$ cat src/rtl/blink_pkg.sv
// Shared mode/state encodings for the multi-digit anode blinker.
package blink_pkg;

   typedef enum logic [1:0] {
      PASS       = 2'd0,
      BLINK_SYM  = 2'd1,
      BLINK_ASYM = 2'd2,
      BLANK      = 2'd3
   } blink_mode_t;

   typedef enum logic [1:0] {
      IDLE = 2'd0,
      SHOW = 2'd1,
      HIDE = 2'd2
   } blink_state_t;

   function automatic logic is_blink(input logic [1:0] m);
      return (m == BLINK_SYM) || (m == BLINK_ASYM);
   endfunction

endpackage

$ cat src/rtl/blink_phase_gen.sv
// Visible/hidden cadence generator: phase FSM plus tick counter with live limits.
module blink_phase_gen
   import blink_pkg::*;
#(
   parameter int CNT_W = 8
) (
   input  logic             clk,
   input  logic             rst_n,
   input  logic             tick,
   input  logic             restart,
   input  logic [1:0]       mode,
   input  logic [CNT_W-1:0] on_ticks,
   input  logic [CNT_W-1:0] off_ticks,
   output logic             hide,
   output logic             visible
);

   blink_state_t     state, state_nxt;
   logic [CNT_W-1:0] cnt, cnt_nxt;
   logic [CNT_W-1:0] eff_on, eff_off;
   logic [CNT_W:0]   cnt_inc;
   logic             blink_now;

   assign blink_now = is_blink(mode);
   assign eff_on    = (on_ticks == '0) ? CNT_W'(1) : on_ticks;
   assign eff_off   = (mode == BLINK_ASYM) ? ((off_ticks == '0) ? CNT_W'(1) : off_ticks)
                                           : eff_on;
   // One extra bit so the compare never sees a wrapped count.
   assign cnt_inc   = {1'b0, cnt} + 1'b1;

   always_ff @(posedge clk or negedge rst_n) begin
      if (!rst_n) begin
         state <= IDLE;
         cnt   <= '0;
      end else begin
         state <= state_nxt;
         cnt   <= cnt_nxt;
      end
   end

   always_comb begin
      state_nxt = state;
      cnt_nxt   = cnt;
      if (!blink_now) begin
         state_nxt = IDLE;
         cnt_nxt   = '0;
      end else begin
         case (state)
            IDLE: begin
               state_nxt = SHOW;
               cnt_nxt   = '0;
            end
            SHOW: begin
               if (restart) begin
                  cnt_nxt = '0;
               end else if (tick) begin
                  if (cnt_inc >= {1'b0, eff_on}) begin
                     state_nxt = HIDE;
                     cnt_nxt   = '0;
                  end else begin
                     cnt_nxt = cnt_inc[CNT_W-1:0];
                  end
               end
            end
            HIDE: begin
               if (restart) begin
                  state_nxt = SHOW;
                  cnt_nxt   = '0;
               end else if (tick) begin
                  if (cnt_inc >= {1'b0, eff_off}) begin
                     state_nxt = SHOW;
                     cnt_nxt   = '0;
                  end else begin
                     cnt_nxt = cnt_inc[CNT_W-1:0];
                  end
               end
            end
            default: begin
               state_nxt = IDLE;
               cnt_nxt   = '0;
            end
         endcase
      end
   end

   // Leaving a blink mode un-hides in the same cycle, before the FSM reaches IDLE.
   assign hide    = (state == HIDE) && blink_now;
   assign visible = !hide;

endmodule

$ cat src/rtl/multi_digit_blink_ctrl.sv
// Gates an active-low N-digit anode bus so masked digits blink with an on/off cadence.
module multi_digit_blink_ctrl
   import blink_pkg::*;
#(
   parameter int   NUM_DIGITS = 4,
   parameter int   CNT_W      = 8,
   parameter logic ANODE_OFF  = 1'b1
) (
   input  logic                  clk,
   input  logic                  rst_n,
   input  logic                  tick,
   input  logic [NUM_DIGITS-1:0] anode_in,
   input  logic [NUM_DIGITS-1:0] blink_mask,
   input  logic [1:0]            mode,
   input  logic [CNT_W-1:0]      on_ticks,
   input  logic [CNT_W-1:0]      off_ticks,
   input  logic                  restart,
   output logic [NUM_DIGITS-1:0] anode_out,
   output logic                  visible
);

   logic                  hide;
   logic                  phase_visible;
   logic [NUM_DIGITS-1:0] anode_nxt;

   blink_phase_gen #(
      .CNT_W (CNT_W)
   ) u_phase (
      .clk       (clk),
      .rst_n     (rst_n),
      .tick      (tick),
      .restart   (restart),
      .mode      (mode),
      .on_ticks  (on_ticks),
      .off_ticks (off_ticks),
      .hide      (hide),
      .visible   (phase_visible)
   );

   always_comb begin
      anode_nxt = anode_in;
      for (int i = 0; i < NUM_DIGITS; i++) begin
         if (mode == BLANK) begin
            anode_nxt[i] = ANODE_OFF;
         end else if (hide && blink_mask[i]) begin
            anode_nxt[i] = ANODE_OFF;
         end
      end
   end

   always_ff @(posedge clk or negedge rst_n) begin
      if (!rst_n) begin
         anode_out <= {NUM_DIGITS{ANODE_OFF}};
         visible   <= 1'b1;
      end else begin
         anode_out <= anode_nxt;
         visible   <= phase_visible;
      end
   end

endmodule

$ cat config.mk
export PLATFORM = sky130hd
export DESIGN_NAME = multi_digit_blink_ctrl
export DESIGN_NICKNAME = d
export VERILOG_FILES = /design/src/rtl/blink_pkg.sv /design/src/rtl/blink_phase_gen.sv /design/src/rtl/multi_digit_blink_ctrl.sv
export SDC_FILE = /design/constraint.sdc
export NUM_CORES = 1
export LEC_CHECK = 0
export ABC_CLOCK_PERIOD_IN_PS = 8100
export CAP_MARGIN = 20
export CORE_MARGIN = 2
export CORE_UTILIZATION = 53
export CTS_BUF_LIST = sky130_fd_sc_hd__clkbuf_16
export CTS_CLUSTER_SIZE = 10
export DETAILED_ROUTE_END_ITERATION = 10
export PLACE_DENSITY = 0.85
export SYNTH_ARGS = -nofsm -noshare
export SYNTH_HDL_FRONTEND = slang
export SYNTH_SLANG_ARGS = --single-unit
$ cat constraint.sdc
create_clock -name clk -period 8.1 [get_ports clk]
set_input_delay 1.62 -clock clk [delete_from_list [all_inputs] [get_ports clk]]
set_output_delay 1.62 -clock clk [all_outputs]
set_load 0.03 [all_outputs]
==> images/pdn.png <==
The bar under the picture is 20 um long. Pins as bars on the die edge.
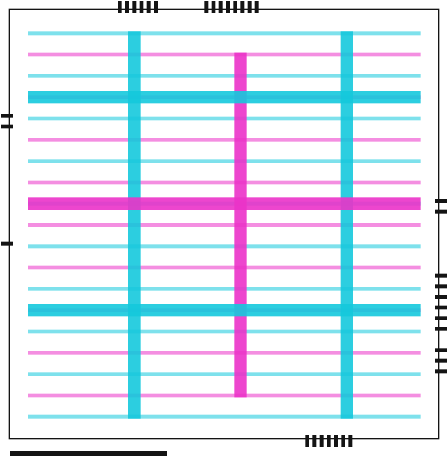
[cyan] VSS
[magenta] VDD
met5 straps: 3
rows: 18
met4 straps: 3
met1 rails: 19
signal pins: 35
Peak VDD IR: 0.138 mV
area of the core: 2450 um^2
Die Height: 54.7 um
die width: 54.7 um

==> images/cell_classes.png <==
The bar under the picture is 20 um long.
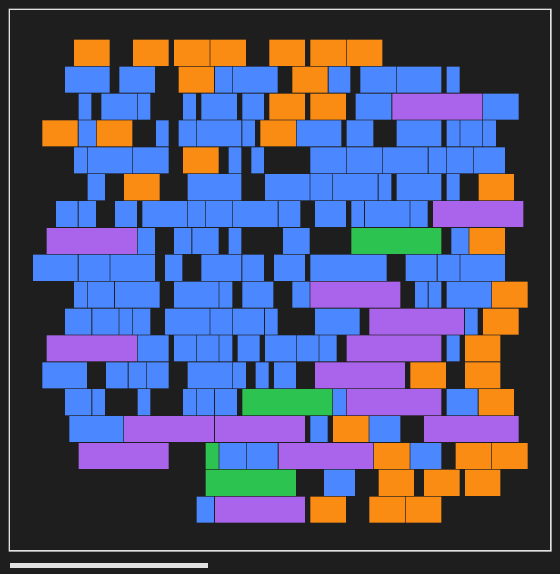
[orange] other buffers and delay cells | cells: 34
[purple] flip-flops | cells: 15
[blue] all other logic | cells: 128
[green] clock drivers and dummy loads | cells: 4
Rows: 18
fraction of area in registers: 21.1%
post-route cell area: 1810 um^2
Core Util, Final: 73.7%

==> run summary <==
Synth Seq Share - 28.1%
Core utilization at floorplan - 55.4%
Drt via density - 5.76
FMAX - 0.232 GHz
Pwr/cell area - 153 nW/um^2
Final non-filler cell total - 211
Run status - completed
Critical Path AT - 4.49 ns
Layout area overhead - 33.0%
Log Warnings - 30
Adder Area Share - 21.2%
Pleak - 0.890 nW
Post-synth top area cell - ha_1
NumNets Final - 235
Root Buffer - clkbuf_16
Largest net degree at the start of global routing - 17
AO/OA Area Share - 18.2%
Vias in the first global route - 1208
Top cells excl fill/tap - 34 x clkdlybuf4s50_1, 23 x ha_1, 14 x inv_1, 11 x nand2_1, 10 x dfrtp_1
First-pass GRT wire length - 5290 um
Cycle use final - 53.2%
Worst Max-Slew Pin Slew - 0.958 ns
Synth flops - 15
FF-to-FF path depth - 12
Hold Path Stages - 2
CTS Hold Bufs - 0
PnR worst setup slack - 3.79 ns
Aggregate routed wire length - 3310 um
Distinct lib cells used - 36
RSZ-0062 raised after global routing - false
CTS sink cnt - 15
Clk pin slew, worst setup/hold paths - 0.05 ns
HPWL after DPL - 2710 um
==> images/clock_map.png <==
The bar under the picture is 20 um long.
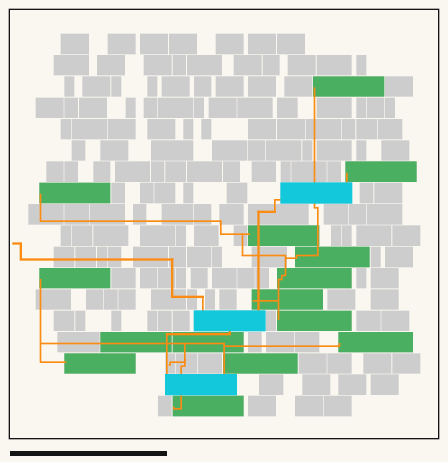
[orange] clock wires | length: 229 um
[green] flip-flops | count: 15
[cyan] cells driving clock nets | count: 3
routed clock nets: 4
Post-Route Skew: 0.00484 ns
clock group power: 96.5 uW

-- state kept, by name, summed over array words and instances, names as in the netlist --
signal         flops
anode_out          4
visible            1
u_phase.state      2
u_phase.cnt        8
-- cells in the mapped netlist --
| library cell | count |
|---|---|
| nor2b_1 | 2 |
| o21bai_1 | 1 |
| nand2_1 | 11 |
| o21ai_1 | 4 |
| mux2i_1 | 8 |
| nand4_1 | 4 |
| nand2b_1 | 6 |
| o21ai_0 | 3 |
| and4_1 | 1 |
| inv_1 | 13 |
| xor2_1 | 2 |
| o211ai_4 | 1 |
| nor3b_2 | 1 |
| nor2_1 | 6 |
| and2_1 | 1 |
| a41o_1 | 1 |
| and3_1 | 2 |
| nor4_1 | 2 |
| dfstp_2 | 5 |
| xnor2_1 | 4 |
| a221oi_1 | 1 |
| and3_4 | 1 |
| nand3_1 | 4 |
| ha_1 | 23 |
| clkbuf_1 | 2 |
| a221oi_2 | 1 |
| a21o_1 | 6 |
| nor3_1 | 2 |
| a21oi_1 | 6 |
| or3_1 | 1 |
| a22oi_1 | 1 |
| dfrtp_1 | 10 |
| nor4b_2 | 1 |
| a211o_1 | 5 |
| o31ai_1 | 2 |
| o21ai_2 | 1 |
-- metal layers --
| layer | track usage, % | vias to the layer above | wire length, um |
|---|---|---|---|
| met4 | 6.25 | 0 | 34 |
| met3 | 5.46 | 6 | 136 |
| li1 | - | 597 | - |
| met5 | 0 | - | 0 |
| met2 | 46.2 | 28 | 1760 |
| met1 | 29.0 | 585 | 1380 |
-- worst max path at each step --
| stage | cells past startpoint | from | endpoint |
|---|---|---|---|
| floorplan | 11 | mode[0] | u_phase.cnt[2]$_DFFE_PN0P_ |
| global placement | 10 | mode[1] | u_phase.state[0]$_DFFE_PN0P_ |
| detailed placement | 11 | mode[0] | u_phase.state[0]$_DFFE_PN0P_ |
| CTS | 11 | mode[0] | u_phase.cnt[2]$_DFFE_PN0P_ |
| global route | 11 | mode[0] | u_phase.cnt[2]$_DFFE_PN0P_ |
| finish | 10 | mode[1] | u_phase.cnt[2]$_DFFE_PN0P_ |
-- layout make-up --
class | count | area, um^2 | area share (%)
multi-input cells | 115 | 922 | 51.0
flip-flops and latches | 15 | 382 | 21.1
repair buffers | 34 | 340 | 18.8
clock buffers | 3 | 75.1 | 4.15
inverters | 13 | 48.8 | 2.70
well taps | 30 | 37.5 | 2.07
clock inverters | 1 | 3.75 | 0.207
-- logic make-up after synthesis --
family | count (synthesis)
simple gates | 45
compound gates | 33
fa+ha+maj | 23
buf+inv | 15
flops | 15
mux | 8
xor+xnor | 6
-- report_power, final --
group	internal, mW	switching, mW
Combinational	0.0431	0.0471
Sequential	0.0843	0.00577
Clock	0.0654	0.0311
-- worst reg2reg max path, stage by stage (launching register included) --
cell,delay [ns]
dfrtp_1,0.44
and2_1,0.23
nand4_1,0.22
nor2_1,0.19
xor2_1,0.31
ha_1,0.32
and3_4,0.19
a221oi_2,0.27
nand2_1,0.14
nor3b_2,0.26
o211ai_4,0.17
nor4b_2,0.27
a21o_1,0.11
Power and IR drop assume default switching activity.
